## src/rtl/fp32_pkg.sv

```systemverilog
// Shared fp32 constants, field widths and the divider state encoding.
package fp32_pkg;

    localparam int EXP_BIAS = 127;
    localparam logic [31:0] QNAN    = 32'h7FC00000;
    localparam logic [31:0] POS_INF = 32'h7F800000;

    localparam int SIGN_W = 1;
    localparam int EXP_W  = 8;
    localparam int FRAC_W = 23;

    localparam int QBITS   = 26;
    localparam int LATENCY = 1 + QBITS + 1;

    typedef enum logic [2:0] {
        IDLE,
        UNPACK,
        ITER,
        ROUND,
        DONE
    } state_t;

endpackage

```

## src/rtl/fp32_round_pack.sv

```systemverilog
// Combinational normalize, round-to-nearest-even, range check and pack of a
// 26-bit quotient (1 integer + 23 fraction + guard + round) plus sticky.
module fp32_round_pack
    import fp32_pkg::*;
(
    input  logic              sign,
    input  logic signed [9:0] e,
    input  logic [25:0]       q,
    input  logic              sticky,
    output logic [31:0]       out,
    output logic              overflow,
    output logic              underflow
);

    logic [25:0]        qn;
    logic signed [9:0]  en;
    logic signed [9:0]  er;
    logic [23:0]        mant;
    logic               guard;
    logic               rnd;
    logic               round_up;
    logic [24:0]        mant_r;
    logic [FRAC_W-1:0]  frac;

    always_comb begin
        qn = q;
        en = e;
        if (!q[25]) begin
            qn = {q[24:0], 1'b0};
            en = e - 10'sd1;
        end

        mant     = qn[25:2];
        guard    = qn[1];
        rnd      = qn[0];
        round_up = guard & (rnd | sticky | mant[0]);
        mant_r   = {1'b0, mant} + 25'(round_up);

        // A carry out of the rounded mantissa means it became exactly 2.0
        frac = mant_r[24] ? mant_r[23:1] : mant_r[22:0];
        er   = mant_r[24] ? (en + 10'sd1) : en;

        overflow  = 1'b0;
        underflow = 1'b0;
        out       = {sign, er[7:0], frac};
        if (er >= 10'sd255) begin
            out      = {sign, POS_INF[30:0]};
            overflow = 1'b1;
        end else if (er <= 10'sd0) begin
            out       = {sign, 31'd0};
            underflow = 1'b1;
        end
    end

endmodule

```

## src/rtl/fdiv_seq.sv

```systemverilog
// Iterative fp32 divider (out = in1 / in2) using restoring radix-2 division,
// one quotient bit per cycle, with a fixed start-to-done latency.
module fdiv_seq
    import fp32_pkg::*;
(
    input  logic        clk,
    input  logic        rst,
    input  logic        start,
    input  logic [31:0] in1,
    input  logic [31:0] in2,
    output logic        busy,
    output logic        done,
    output logic [31:0] out,
    output logic [3:0]  flags
);

    state_t state, state_nxt;

    logic [31:0]        a, b;
    logic [EXP_W-1:0]   ea, eb;
    logic [FRAC_W-1:0]  fa, fb;
    logic               a_nan, a_inf, a_zero;
    logic               b_nan, b_inf, b_zero;
    logic               sign;
    logic signed [9:0]  e;
    logic [23:0]        mb;
    logic               accept;

    logic               special;
    logic [31:0]        special_out;
    logic [3:0]         special_flags;

    logic [24:0]        rem, rem_sub;
    logic               qbit;
    logic [25:0]        q;
    logic [4:0]         cnt;
    logic               sticky;

    logic [31:0]        rp_out;
    logic               rp_of, rp_uf;

    // Operands stay latched for the whole operation, so unpacking is combinational
    assign ea     = a[FRAC_W +: EXP_W];
    assign eb     = b[FRAC_W +: EXP_W];
    assign fa     = a[FRAC_W-1:0];
    assign fb     = b[FRAC_W-1:0];
    assign a_zero = (ea == '0);
    assign b_zero = (eb == '0);
    assign a_inf  = (ea == '1) && (fa == '0);
    assign b_inf  = (eb == '1) && (fb == '0);
    assign a_nan  = (ea == '1) && (fa != '0);
    assign b_nan  = (eb == '1) && (fb != '0);
    assign sign   = a[31] ^ b[31];
    assign e      = $signed({2'b00, ea} - {2'b00, eb} + 10'(EXP_BIAS));
    assign mb     = {1'b1, fb};
    assign sticky = |rem;

    assign accept = start && ((state == IDLE) || (state == DONE));

    always_comb begin
        special       = 1'b1;
        special_out   = QNAN;
        special_flags = 4'b0000;
        if (a_nan || b_nan || (a_zero && b_zero) || (a_inf && b_inf)) begin
            special_flags = 4'b1000;
        end else if (b_zero && !a_inf) begin
            special_out   = {sign, POS_INF[30:0]};
            special_flags = 4'b0100;
        end else if (a_inf) begin
            special_out = {sign, POS_INF[30:0]};
        end else if (b_inf || a_zero) begin
            special_out = {sign, 31'd0};
        end else begin
            special = 1'b0;
        end
    end

    always_comb begin
        qbit    = (rem >= {1'b0, mb});
        rem_sub = qbit ? (rem - {1'b0, mb}) : rem;
    end

    always_ff @(posedge clk) begin
        if (rst) begin
            state <= IDLE;
        end else begin
            state <= state_nxt;
        end
    end

    always_comb begin
        state_nxt = state;
        busy      = 1'b0;
        done      = 1'b0;
        case (state)
            IDLE: begin
                if (start) state_nxt = UNPACK;
            end
            UNPACK: begin
                busy      = 1'b1;
                state_nxt = ITER;
            end
            ITER: begin
                busy = 1'b1;
                if (cnt == 5'(QBITS - 1)) state_nxt = ROUND;
            end
            ROUND: begin
                busy      = 1'b1;
                state_nxt = DONE;
            end
            DONE: begin
                done      = 1'b1;
                state_nxt = start ? UNPACK : IDLE;
            end
            default: state_nxt = IDLE;
        endcase
    end

    // Special cases still walk the full iteration so latency never varies
    always_ff @(posedge clk) begin
        if (rst) begin
            out   <= '0;
            flags <= '0;
            cnt   <= '0;
        end else begin
            if (accept) begin
                a <= in1;
                b <= in2;
            end
            case (state)
                UNPACK: begin
                    rem <= {2'b01, fa};
                    q   <= '0;
                    cnt <= '0;
                end
                ITER: begin
                    q   <= {q[24:0], qbit};
                    rem <= rem_sub << 1;
                    cnt <= cnt + 5'd1;
                end
                ROUND: begin
                    if (special) begin
                        out   <= special_out;
                        flags <= special_flags;
                    end else begin
                        out   <= rp_out;
                        flags <= {2'b00, rp_of, rp_uf};
                    end
                end
                default: ;
            endcase
        end
    end

    fp32_round_pack u_round_pack (
        .sign      (sign),
        .e         (e),
        .q         (q),
        .sticky    (sticky),
        .out       (rp_out),
        .overflow  (rp_of),
        .underflow (rp_uf)
    );

endmodule

```

## config.mk

```make
export PLATFORM = sky130hd
export DESIGN_NAME = fdiv_seq
export DESIGN_NICKNAME = d
export VERILOG_FILES = /design/src/rtl/fp32_pkg.sv /design/src/rtl/fp32_round_pack.sv /design/src/rtl/fdiv_seq.sv
export SDC_FILE = /design/constraint.sdc
export NUM_CORES = 1
export LEC_CHECK = 0
export ABC_AREA = 1
export CORE_MARGIN = 10
export CORE_UTILIZATION = 25
export CTS_CLUSTER_SIZE = 30
export DETAILED_ROUTE_END_ITERATION = 8
export GPL_ROUTABILITY_DRIVEN = 0
export PLACE_DENSITY_LB_ADDON = 0.2
export SYNTH_ARGS = -nofsm -noshare
export SYNTH_HDL_FRONTEND = slang
export SYNTH_SLANG_ARGS = --single-unit
```

## constraint.sdc

```tcl
create_clock -name clk -period 12.4 [get_ports clk]
set_clock_uncertainty 0.1 [all_clocks]
set_input_delay 2.48 -clock clk [delete_from_list [all_inputs] [get_ports clk]]
set_output_delay 2.48 -clock clk [all_outputs]
set_load 0.005 [all_outputs]
```

ff_map.png
Scale bar: 50 um. Other sequential cells in the stronger grey, the rest of the logic in the fainter grey.
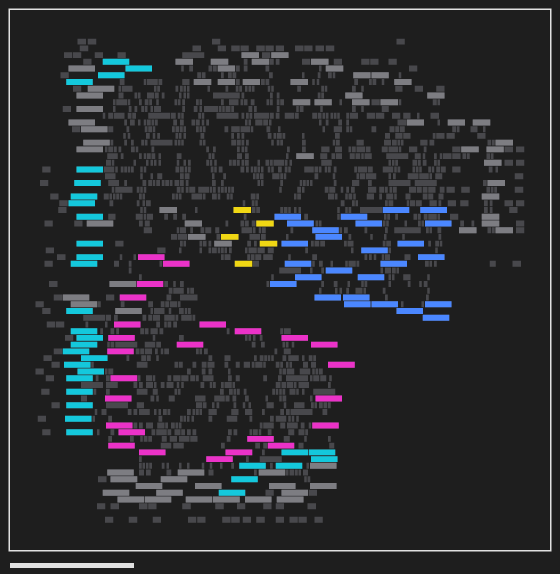
colour	netlist name	sequential cells
blue	q	26
magenta	rem	25
yellow	cnt	5
cyan	a	32

clock_wires.png
Scale bar: 50 um.
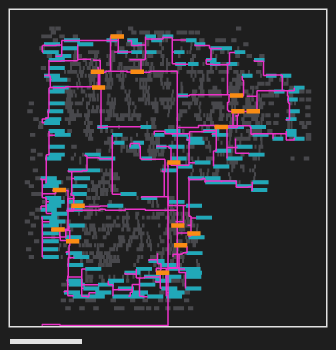
[magenta] clock wires | length: 2570 um
[orange] clock-net drivers | count: 17
[cyan] flip-flops | count: 159
flops lie	widely spread
routed clock nets	18

route_heat.png
22 x 22 tiles, from dark blue (low) to red (high), scaled to the fullest tile. Values are wire area over tile area, all layers added.
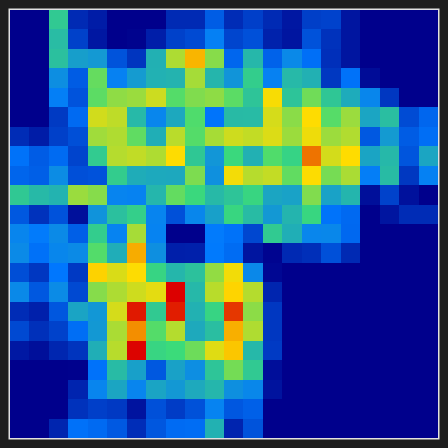
emptiest ninth of the die	south-east
mean over tiles	0.083
nearly empty tiles	28%
fullest tile	0.32

sizing.png
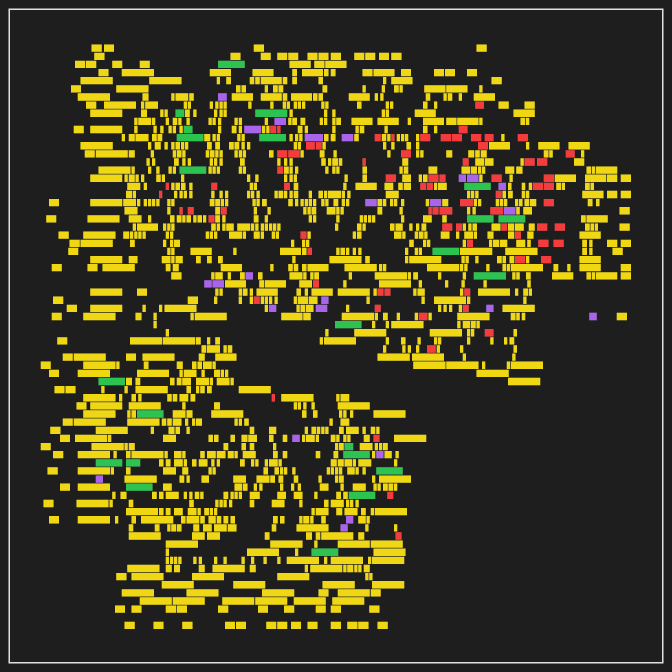
colour	size	cells	share
yellow	x1 and smaller	1205	91%
purple	x3 and x4	24	1.8%
green	x6 and larger	23	1.7%
red	x2	75	5.7%

==> metrics.csv <==
metric,value,unit
grt_usage,11.0,%
highest_layer,met5,
synth_cells,1217,
io_pins,105,
yosysSeqAreaShare,44.2,%
sh_comb_area,38.5,%
initCoreUtil,25.3,%
cts_hold_buf,0,
antenna_found_initial,1,
cp-start-kind,input pin,
grt-ovfl-total,0,
fmax,0.221,GHz
ant_nets,0,
n_antenna_cell,0,
logic_gate_count,841,
grt_pass1_vias,8190,
setup.worst_path.end_class,flop,
edf_count,115,
vias,8070,
wl,25300,um
seq_share,36.3,%
peakVddDrop,0.0886,mV
post_cts_resized,0,
met2_length,12200,um
core-area,38700,um2
regArea,4330,um2
tap-cell-count,518,
status,completed,
nClkBuffers,21,
synthesis.nets,1323,
synth_stat.cells,1217,
clock_cell_area_share,4.88,%
worstPathMaxFanout,65,
inverters,183,
cts_tree,done,
largest_class,multi-input combinational cells,
top_cell,nand2_1,
nFillCells,4171,
ys_types,54,
slew_violations,0,
arrival,4.49,ns
drt_iter0_markers,372,
rows,72,
drtPass1Iterations,4,
met3WireLength,1080,um
io_buffers,104,
die_w,218,um
fin_crit,4.52,ns
ys_ff,159,
grt_pass1_wl,41900,um
drt-vias-per-instance,4.37,
timing.final.crit_share,36.5,%
syn-mean-instance-area,8.06,um2
hpwl,19400,um
drive_above_1_share,9.19,%
cts.sinks,159,
holdWs,0.366,ns
critPathKind,input pin to flop,
clk_pin_slew,0.07,ns
post_cts_buffers,0,
worstPathRequired,12.37,ns
power,2.14,mW
grt_max_degree,66,
async_flop_share,0,%
yosysTopAreaCell,edfxtp_1,
rsz0062_at_grt,false,
met1_length,11700,um
fin_nets,1420,
numCtsBuffers,17,
maxSlewHeadroom,46.4,%
power.density,179,nW/um2
flop_cell,edfxtp_1,
clk_latency,0.45,ns
placed cells by master, fill, tap and decap left out, drive strengths merged, types with 37 or more instances in the layout:
cell type	count
ha	37
edfxtp	115
clkdlybuf4s50	104
o21ai	81
nor2	124
nand3	82
a21oi	85
nand2	298
inv	185
dfxtp	44
metrics by stage:
stage,instances,setup slack [ns],area (um2)
2_1_floorplan,1217,6.33,9810
3_3_place_gp,1813,7.39,11400
3_5_place_dp,1813,7.37,11400
4_1_cts,1845,7.84,12000
5_1_grt,1845,7.70,12000
6_report,1845,7.88,12000
routing by layer:
metal,vias to the layer above,GRT usage [%]
met3,21,2.69
li1,4258,-
met1,3693,13.4
met2,96,18.6
met5,-,0
met4,2,3.52
cells by family (layout without fill, tap and decap cells):
kind of cell             count (synthesis)  after routing  share of synthesized area, %
AND/OR/NAND/NOR                        563            563                          26.7
buffers and inverters                  217            327                          9.14
AND-OR/OR-AND                          205            205                          11.9
flip-flops                             159            159                          44.2
adder cells (fa/ha/maj)                 39             39                          5.12
XOR/XNOR                                34             34                          3.03
flip-flops by register name, indices dropped and copies added, names as in the netlist:
name,count
a,32
b,32
out,32
q,26
rem,25
cnt,5
flags,4
state,3
path summary, 6_finish.rpt:
path,endpoint,cells past startpoint,from,slack [ns]
max,a[20],6,rst,7.88
min,flags[0],2,flags[0],0.37
max reg2reg,out[9],20,q[25],8.31
min reg2reg,flags[0],2,flags[0],0.37
worst max-delay path, cell delays in order:
cell             delay (ns)
clkdlybuf4s50_1        0.40
buf_4                  0.26
inv_1                  0.37
nand2_1                0.16
nor2_4                 0.12
buf_4                  0.62
report_power, final:
part | leakage (nW) | switching (mW) | internal, mW
Combinational | 3.19 | 0.568 | 0.290
Sequential | 1.42 | 0.0581 | 0.692
Clock | 0.267 | 0.230 | 0.304
Total | 4.89 | 0.856 | 1.29
No activity file was given, so power comes from the tool's default toggle rates.
